### src/rtl/tx_fifo_feeder.sv
// tx_fifo_feeder: byte FIFO that buffers CPU writes and feeds the serial
// transmitter one character at a time through its char/send/busy handshake.
module tx_fifo_feeder #(
  parameter int DEPTH = 16,
  parameter int AW    = 4
) (
  input  logic          clk,
  input  logic          rst,
  input  logic [7:0]    wr_data,
  input  logic          wr_en,
  input  logic          clr_overflow,
  output logic          full,
  output logic          empty,
  output logic [AW:0]   count,
  output logic          overflow,
  output logic [7:0]    tx_char,
  output logic          tx_send,
  input  logic          tx_busy
);

  typedef enum logic [1:0] {
    S_IDLE      = 2'd0,
    S_SEND      = 2'd1,
    S_WAIT_BUSY = 2'd2,
    S_WAIT_DONE = 2'd3
  } state_t;

  localparam logic [AW:0] FULL_COUNT = (AW+1)'(DEPTH);

  state_t          state_q, state_d;
  logic [7:0]      mem_q [DEPTH];
  logic [AW-1:0]   wr_ptr_q, wr_ptr_d;
  logic [AW-1:0]   rd_ptr_q, rd_ptr_d;
  logic [AW:0]     count_q, count_d;
  logic            overflow_q, overflow_d;
  logic [7:0]      tx_char_q, tx_char_d;
  logic            tx_send_q, tx_send_d;
  logic [1:0]      guard_q, guard_d;
  logic            push, drop, pop;

  assign full     = (count_q == FULL_COUNT);
  assign empty    = (count_q == '0);
  assign count    = count_q;
  assign overflow = overflow_q;
  assign tx_char  = tx_char_q;
  assign tx_send  = tx_send_q;

  // Full is judged before the edge, so a write into a full FIFO is dropped
  // even when a launch frees a slot in the same cycle.
  assign push = wr_en && !full;
  assign drop = wr_en && full;
  // The only pop: launching a byte from IDLE while the transmitter is free.
  assign pop  = (state_q == S_IDLE) && !empty && !tx_busy;

  // FIFO pointer, occupancy and sticky overflow bookkeeping
  always_comb begin
    wr_ptr_d   = push ? wr_ptr_q + 1'b1 : wr_ptr_q;
    rd_ptr_d   = pop  ? rd_ptr_q + 1'b1 : rd_ptr_q;
    count_d    = count_q;
    if (push && !pop) begin
      count_d = count_q + 1'b1;
    end else if (!push && pop) begin
      count_d = count_q - 1'b1;
    end
    // Set wins over clear so a drop is never lost to a coinciding clear.
    overflow_d = overflow_q;
    if (drop) begin
      overflow_d = 1'b1;
    end else if (clr_overflow) begin
      overflow_d = 1'b0;
    end
  end

  // Storage array; contents are deliberately left out of reset
  always_ff @(posedge clk) begin
    if (push) begin
      mem_q[wr_ptr_q] <= wr_data;
    end
  end

  // Sequencer next state; guard counts non-busy cycles spent in WAIT_BUSY
  always_comb begin
    state_d = state_q;
    guard_d = guard_q;
    case (state_q)
      S_IDLE: begin
        if (pop) begin
          state_d = S_SEND;
        end
      end
      S_SEND: begin
        guard_d = '0;
        state_d = S_WAIT_BUSY;
      end
      S_WAIT_BUSY: begin
        if (tx_busy) begin
          state_d = S_WAIT_DONE;
        end else begin
          guard_d = guard_q + 1'b1;
          // Third quiet cycle: transmitter never took the byte, abandon it.
          if (guard_q == 2'd2) begin
            state_d = S_IDLE;
          end
        end
      end
      S_WAIT_DONE: begin
        if (!tx_busy) begin
          state_d = S_IDLE;
        end
      end
      default: begin
        state_d = S_IDLE;
      end
    endcase
  end

  // Sequencer outputs: one-cycle send pulse and the launched byte
  always_comb begin
    tx_send_d = pop;
    tx_char_d = pop ? mem_q[rd_ptr_q] : tx_char_q;
  end

  // State registers with asynchronous active-low reset
  always_ff @(posedge clk or negedge rst) begin
    if (!rst) begin
      state_q    <= S_IDLE;
      wr_ptr_q   <= '0;
      rd_ptr_q   <= '0;
      count_q    <= '0;
      overflow_q <= 1'b0;
      tx_char_q  <= 8'h00;
      tx_send_q  <= 1'b0;
      guard_q    <= '0;
    end else begin
      state_q    <= state_d;
      wr_ptr_q   <= wr_ptr_d;
      rd_ptr_q   <= rd_ptr_d;
      count_q    <= count_d;
      overflow_q <= overflow_d;
      tx_char_q  <= tx_char_d;
      tx_send_q  <= tx_send_d;
      guard_q    <= guard_d;
    end
  end

endmodule

### config.mk
export PLATFORM = sky130hd
export DESIGN_NAME = tx_fifo_feeder
export DESIGN_NICKNAME = d
export VERILOG_FILES = /design/src/rtl/tx_fifo_feeder.sv
export SDC_FILE = /design/constraint.sdc
export NUM_CORES = 1
export LEC_CHECK = 0
export CORE_AREA = 2 2 97 118
export DETAILED_ROUTE_END_ITERATION = 6
export DIE_AREA = 0 0 99 120
export GPL_ROUTABILITY_DRIVEN = 1
export PLACE_DENSITY = 0.78
export SLEW_MARGIN = 20
export SYNTH_ARGS = -nofsm -noshare
export SYNTH_HDL_FRONTEND = slang
export SYNTH_SLANG_ARGS = --single-unit
### constraint.sdc
create_clock -name clk -period 3 [get_ports clk]
set_input_delay 0.6 -clock clk [delete_from_list [all_inputs] [get_ports clk]]
set_output_delay 0.6 -clock clk [all_outputs]
set_load 0.01 [all_outputs]
==> qor.txt, run 1 <==
Met2 routed WL: 6.41 mm
First-pass GRT wire length: 19.1 mm
Distinct cells, synth: 34
Gr usage total: 22.2%
Fmax: 370 MHz
Endpoints failing setup: 0
Clock root cell: clkbuf_16
Count of vias placed by the detailed router: 3166
First-pass DRT Iterations: 4
Drt total wl: 12.0 mm
H-Tree Level Count: 4
Initial antenna violation count: 0
CTS tree: built
CP max FO: 6
Status: complete, no violations
Layout area overhead: 18.0%
Design area: 7430 um2
Die X-Extent: 99 um
Fraction of layout cells with a size suffix above 1: 21.9%
Global placement routability congestion: 0.770
Ys flops: 155
Hold crit path type: flip-flop to flip-flop
[run 1: worst max-delay path: cells and delay by family, from the launching register on]
family,cells,cell delay (ns)
flip-flops,1,0.45
AND/OR/NAND/NOR,2,0.69
buffers and inverters,1,0.54
[run 1: state kept, by name (all words and copies together) (netlist names)]
signal    count
tx_send       1
state_q       2
count         5
tx_char       8
rd_ptr_q      4
mem_q       128
overflow      1
wr_ptr_q      4
guard_q       2
[run 1: per-layer routing]
metal  vias up  track usage [%]
li1       1431                -
met1      1626             28.6
met2       100             36.3
met3         9             6.00
met4         0             8.73
met5         -                0
[run 1: final cells by class]
cell class | count | area [um2] | area share (%)
Sequential cell | 155 | 4520 | 60.8
Multi-Input combinational cell | 160 | 1640 | 22.1
Timing Repair Buffer | 53 | 483 | 6.50
Clock buffer | 17 | 425 | 5.72
Clock inverter | 15 | 168 | 2.26
Tap cell | 132 | 165 | 2.22
Inverter | 7 | 26.3 | 0.354
[run 1: power by group through the flow]
stage / clock (mW) / sequential, mW / combinational [mW]
final: 2.12 / 3.00 / 1.97
after global placement: 0 / 3.00 / 1.91
after detailed placement: 0 / 3.03 / 1.96
after CTS: 2.16 / 3.00 / 2.00
after floorplan: 0 / 2.89 / 1.47
after global routing: 2.25 / 3.05 / 2.16
[run 1: Yosys cell counts]
library cell,number,area (um2)
a21boi_2,1,11.3
a22o_1,2,17.5
buf_4,3,22.5
buf_12,1,20.0
nor2b_1,1,6.26
dfrtp_1,27,676
edfxtp_1,128,3840
nand4_1,2,12.5
clkbuf_2,1,5.00
mux2i_1,16,160
fa_1,1,20.0
buf_6,3,33.8
buf_1,1,3.75
nor2_1,20,75.1
nand2_1,23,86.3
xnor2_1,9,78.8
o21ai_0,12,60.1
a21o_1,2,15.0
inv_1,7,26.3
or4_1,1,7.51
a211o_1,1,8.76
ha_1,10,125
mux4_2,22,495
nor4_1,1,6.26
a21oi_1,6,30.0
nand2b_1,2,12.5
buf_2,5,25.0
clkbuf_1,2,7.51
mux4_1,10,263
and2_1,1,6.26
nor3_1,7,35.0
mux2_2,8,90.1
o21ai_1,1,5.00
xor2_1,1,8.76
[run 1: stage by stage]
stage | worst slack, ns | util (%) | instances
4_1_cts | 0.177 | 68.9 | 539
3_3_place_gp | 0.212 | 63.4 | 507
2_1_floorplan | 0.191 | - | 338
6_report | 0.300 | 69.0 | 539
5_1_grt | 0.0948 | 69.0 | 539
3_5_place_dp | 0.205 | 63.4 | 507
[run 1: path summary, 6_finish.rpt]
path	depth (start not counted)	to	from	slack [ns]
max	3	empty	count[1]	0.30
min	2	tx_char[0]	tx_char[0]	0.49
max reg2reg	9	count[4]	count[1]	0.30
min reg2reg	2	tx_char[0]	tx_char[0]	0.49
max in group asynchronous	2	rd_ptr_q[2]	rst	1.73
min in group asynchronous	1	count[1]	rst	0.60
[run 1: cells by family (layout without fill, tap and decap cells)]
kind of cell / count (synthesis) / in the layout / share of synthesized area [%]
and+or+nand+nor: 58 / 58 / 3.93
muxes: 56 / 56 / 16.0
buffers and inverters: 23 / 92 / 2.28
xor gates and xnor gates: 10 / 10 / 1.39
AOI/OAI and AO/OA: 25 / 25 / 2.34
DFF: 155 / 155 / 71.7
adders and majority gates: 11 / 11 / 2.30
### Gate-type map, run 1

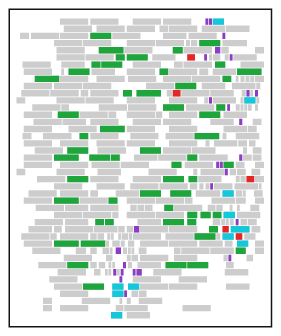
legend:
  purple:
    family: nand cells
    cells: 27
    most_used: nand2_1
  red:
    family: non-inverting ao/oa cells
    cells: 5
  cyan:
    family: fa/ha/maj cells
    cells: 11
    most_used: ha_1
  green:
    family: mux cells
    cells: 56
    most_used: mux4_2

### Congestion heat map, run 1

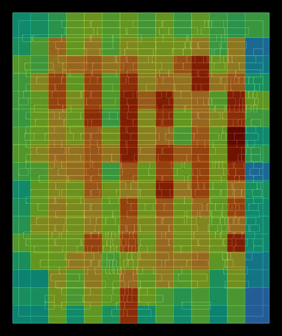
average wire per standard cell: 22.2 um
GRT met3 Usage: 6.00%
met1 Resource Use GR: 28.6%
busiest grt layer: met2

### Sequential cells grouped by signal name, run 1

Other sequential cells in the stronger grey, the rest of the logic in the fainter grey.
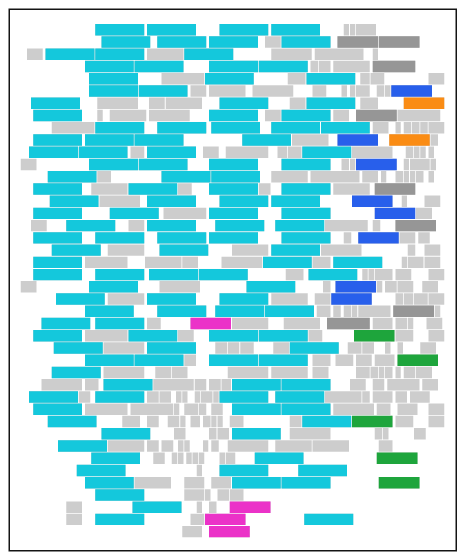
legend:
  magenta:
    name_in_the_netlist: wr_ptr_q
    placed_flops: 4
  orange:
    name_in_the_netlist: guard_q
    placed_flops: 2
  green:
    name_in_the_netlist: count
    placed_flops: 5
    where: bottom right
  cyan:
    name_in_the_netlist: mem_q
    placed_flops: 128
  blue:
    name_in_the_netlist: tx_char
    placed_flops: 8

==> run 2, diff against run 1 <==
- CTS_BUF_LIST: not set -> sky130_fd_sc_hd__clkbuf_8
- GPL_ROUTABILITY_DRIVEN: 1 -> not set
==> qor.txt, run 2 <==
Status: complete, no violations (unchanged)
H-Tree Level Count: 4 (unchanged)
Top cells by area, synth: edfxtp_1, dfrtp_1, mux4_2 (unchanged)
Non-Filler Instances: 539 (unchanged)
Top-area cell share: 61.0% (unchanged)
Post-Synth Simple-Gate Area: 3.93% (unchanged)
Fraction of layout cells with a size suffix above 1: 21.6% (was 21.9%)
Met1 Resource Use GR: 25.4% (was 28.6%)
Buf/Inv on CP: 1 (unchanged)
First-pass DRT Iterations: 4 (unchanged)
Dominant cell type by area after synthesis: edfxtp_1 (unchanged)
CP max FO: 6 (unchanged)
Global placement routability congestion: 0.770 (unchanged)
GRT met3 Usage: 5.94% (was 6.00%)
Post-synthesis async set-or-reset flop share: 17.4% (unchanged)
Busiest grt layer: met2 (unchanged)
Average wire per standard cell: 20.4 um (was 22.2 um)
Initial antenna violation count: 0 (unchanged)
Fmax: 368 MHz (was 370 MHz)
Count of vias placed by the detailed router: 3113 (was 3166)
Endpoints failing setup: 0 (unchanged)
Distinct cells, synth: 34 (unchanged)
Top cell family by delay on the critical path: simple AND/OR/NAND/NOR gates (unchanged)
Largest logic family: multiplexers (unchanged)
First-pass GRT wire length: 17.8 mm (was 19.1 mm)
Post-synth EDFFs: 128 (unchanged)
==> run 2: layer usage <==
layer / wire length (um) / part of all wire, % / vias up
li1: - / - / 1433
met1: 4420 / 40 / 1585
met2: 5870 / 53 / 79
met3: 547 / 5.0 / 16
met4: 166 / 1.5 / 0
met5: 0 / 0 / -
==> run 2: cells by family (layout without fill, tap and decap cells) <==
logic type | after synthesis | in the layout
AOI/OAI and AO/OA | 25 | 25
DFF | 155 | 155
adders and majority gates | 11 | 11
buffers and inverters | 23 | 92
muxes | 56 | 56
xor gates and xnor gates | 10 | 10
and+or+nand+nor | 58 | 58
==> run 2: path summary, 6_finish.rpt <==
path	start	endpoint	slack, ns	depth (start not counted)
min in group asynchronous	rst	count[3]	0.58	1
min reg2reg	tx_char[0]	tx_char[0]	0.49	2
min	tx_char[0]	tx_char[0]	0.49	2
max in group asynchronous	rst	rd_ptr_q[3]	1.78	2
max reg2reg	count[1]	count[4]	0.30	9
max	count[1]	empty	0.28	3
==> run 2: worst register-to-register path: stages, from the launching register on <==
cell and delay [ns]:
dfrtp_1 0.45, or4_1 0.57, o21ai_1 0.19, ha_1 0.19
inv_1 0.10, fa_1 0.41, a21o_1 0.19, a21oi_1 0.17
mux2i_1 0.23, xnor2_1 0.13
==> run 2: stage by stage <==
step	area (um2)	setup WS, ns
floorplan	6300	0.191
global placement	6830	0.212
detailed placement	6830	0.205
CTS	7230	0.137
global route	7240	0.0902
finish	7240	0.280
==> run 2: cell type report <==
type                       instances  area (um2)  share of cell area, %
clock buffer                      17         234                   3.23
inverter                           7        26.3                  0.363
timing repair buffer              53         483                   6.67
sequential                       155        4520                   62.4
clock inverter                    15         168                   2.32
multi-input combinational        160        1640                   22.7
tap                              132         165                   2.28
==> run 2: power by group through the flow <==
stage          Combinational [mW]  Clock (mW)  Sequential (mW)
3_3_place_gp                 1.91           0             3.00
4_1_cts                      1.97        1.57             2.99
3_5_place_dp                 1.96           0             3.03
2_1_floorplan                1.47           0             2.89
6_report                     1.94        1.54             2.98
5_1_grt                      2.13        1.66             3.03
### Sequential cells grouped by signal name, run 2

Other sequential cells in the stronger grey, the rest of the logic in the fainter grey.
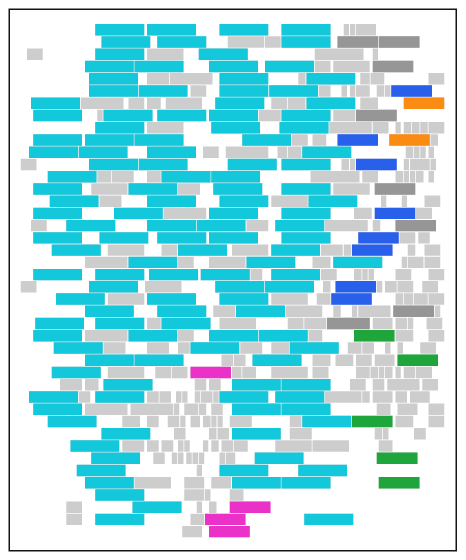
Final Util: 67.2%
sequential power: 2.98 mW
Flop area: 4520 um2

==> run 3, diff against run 2 <==
- ABC_AREA: not set -> 1
- CORE_AREA: 2 2 97 118 -> 2 2 102 123
- CTS_BUF_LIST: sky130_fd_sc_hd__clkbuf_8 -> not set
- DIE_AREA: 0 0 99 120 -> 0 0 104 125
==> qor.txt, run 3 <==
Die X-Extent: 104 um (was 99 um)
Drt total wl: 15.0 mm (was 11.0 mm)
Count of vias placed by the detailed router: 4818 (was 3113)
CP max FO: 5 (was 6)
Initial antenna violation count: 0 (unchanged)
Slack of the worst reg-to-reg path: 0.60 ns (was 0.30 ns)
H-Tree Level Count: 4 (unchanged)
Max reg flops: 128 (unchanged)
CTS tree: built (unchanged)
Average wire per standard cell: 16.6 um (was 20.4 um)
Status: complete, no violations (unchanged)
Post-synthesis async set-or-reset flop share: 17.4% (unchanged)
Inst Count DP: 871 (was 507)
Fmax: 407 MHz (was 368 MHz)
Buf/Inv on CP: 2 (was 1)
Post-synth top cells: nand2_1, edfxtp_1, inv_1 (was edfxtp_1, dfrtp_1, nand2_1)
End of the worst register-to-register path: count[4] (unchanged)
Dominant Register Cell: edfxtp_1 (unchanged)
Reg-to-reg startpoint: count[0] (was count[1])
Global placement routability congestion: 0.888 (was 0.770)
Fraction of layout cells with a size suffix above 1: 7.28% (was 21.6%)
Top-count cell post-synth: nand2_1 (was edfxtp_1)
Endpoints failing setup: 0 (unchanged)
Worst Hold Depth: 2 (unchanged)
Min-Delay Startpoint: tx_char[7] (was tx_char[0])
Worst Hold End: tx_char[7] (was tx_char[0])
Hold crit path type: flip-flop to flip-flop (unchanged)
Top cells by area, synth: edfxtp_1, nand2_1, dfrtp_1 (was edfxtp_1, dfrtp_1, mux4_2)
First-pass GRT wire length: 24.2 mm (was 17.8 mm)
Top-area cell share: 55.5% (was 61.0%)
Gr usage total: 24.6% (was 20.4%)
Ys flops: 155 (unchanged)
==> run 3: netlist changes by cell type in the layout (fill, tap and decap cells not counted), moves of 7 or more <==
cell,change
mux4_2,-22
xor2_1,+7
inv_1,+116
nand3_1,+100
nand2_1,+190
clkbuf_16,+17
mux4_1,-10
mux2_2,-8
mux2i_1,-16
xnor2_1,-8
clkbuf_8,-17
==> run 3: power by group through the flow <==
stage | Combinational (mW) | Sequential (mW) | Clock (mW)
4_1_cts | 2.63 | 2.91 | 2.22
2_1_floorplan | 1.82 | 2.89 | 0
5_1_grt | 2.91 | 2.95 | 2.31
3_3_place_gp | 2.49 | 2.93 | 0
3_5_place_dp | 2.58 | 2.95 | 0
6_report | 2.65 | 2.92 | 2.20
==> run 3: area by class of cell <==
type | instances | area, um2
well taps | 161 | 201
clock inverters | 11 | 168
clock buffers | 21 | 440
fillers | 868 | 3890
flip-flops and latches | 155 | 4520
repair buffers | 51 | 455
multi-input cells | 379 | 1750
inverters | 125 | 469
==> run 3: cells by family (layout without fill, tap and decap cells) <==
logic type               after synthesis  count (layout)  share of synthesized area, %
AND-OR/OR-AND                         16              16                          1.23
flip-flops                           155             155                          65.3
XOR/XNOR                               9               9                          1.14
adder cells (fa/ha/maj)               11              11                          2.10
buffers and inverters                153             208                          9.50
AND/OR/NAND/NOR                      343             343                          20.8
==> run 3: layer usage <==
layer	wire, um	GRT usage, %	part of all wire, %
met3	935	5.01	6.2
met2	7930	42.8	53
met5	0	0	0
met1	5600	28.9	37
met4	556	12.6	3.7
==> run 3: worst reg2reg max path, stage by stage, from the launching register on <==
cell     delay [ns]
dfrtp_1        0.46
nor2_1         0.11
nand4_1        0.10
nand2_1        0.07
inv_1          0.15
ha_1           0.24
inv_1          0.12
fa_1           0.42
a21oi_1        0.16
nor2_1         0.06
nor2_1         0.14
xor2_1         0.16
nand2_1        0.07
nand2_1        0.07
==> run 3: through the flow <==
step	utilization, %	cell area, um2
finish	67.3	8000
global route	67.3	8000
CTS	67.3	8000
detailed placement	62.2	7390
global placement	62.2	7390
floorplan	-	6920
==> run 3: worst max-delay path by stage <==
stage / from / end / slack [ns] / cells past startpoint
global route: count[0] / count[4] / 0.44 / 13
CTS: count[0] / full / 0.53 / 4
finish: count[0] / full / 0.54 / 4
floorplan: count[0] / count[4] / 0.76 / 13
global placement: wr_en / count[4] / 0.32 / 12
detailed placement: wr_en / count[4] / 0.22 / 12
### M3 wires, run 3

Bar = 20 um.
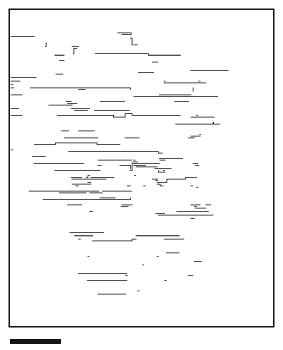
longest straight run: 39.6 um
main direction: horizontal
share of all routed wire: 6.2%


==> gallery <==
Signal wires on met2.
Cells faint in the background.
(a)
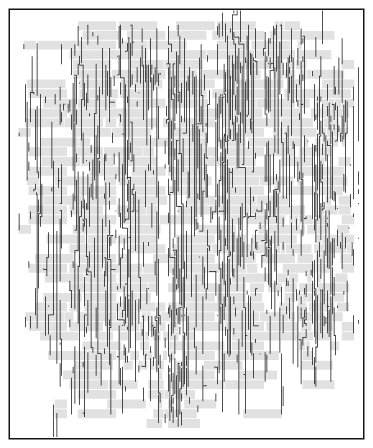
(b)
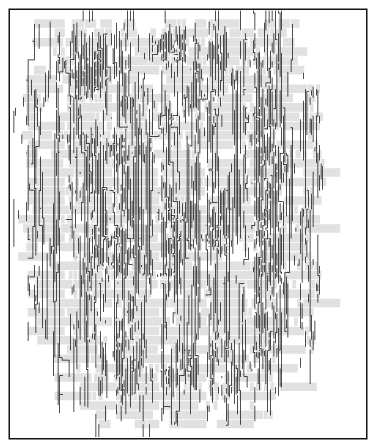
- (b) = run 3
- (a) = run 1

Key to (b):
longest straight run: 51.0 um
nets with wire on the layer: 578
main direction: vertical

Power is estimated from default activity; no workload was simulated.
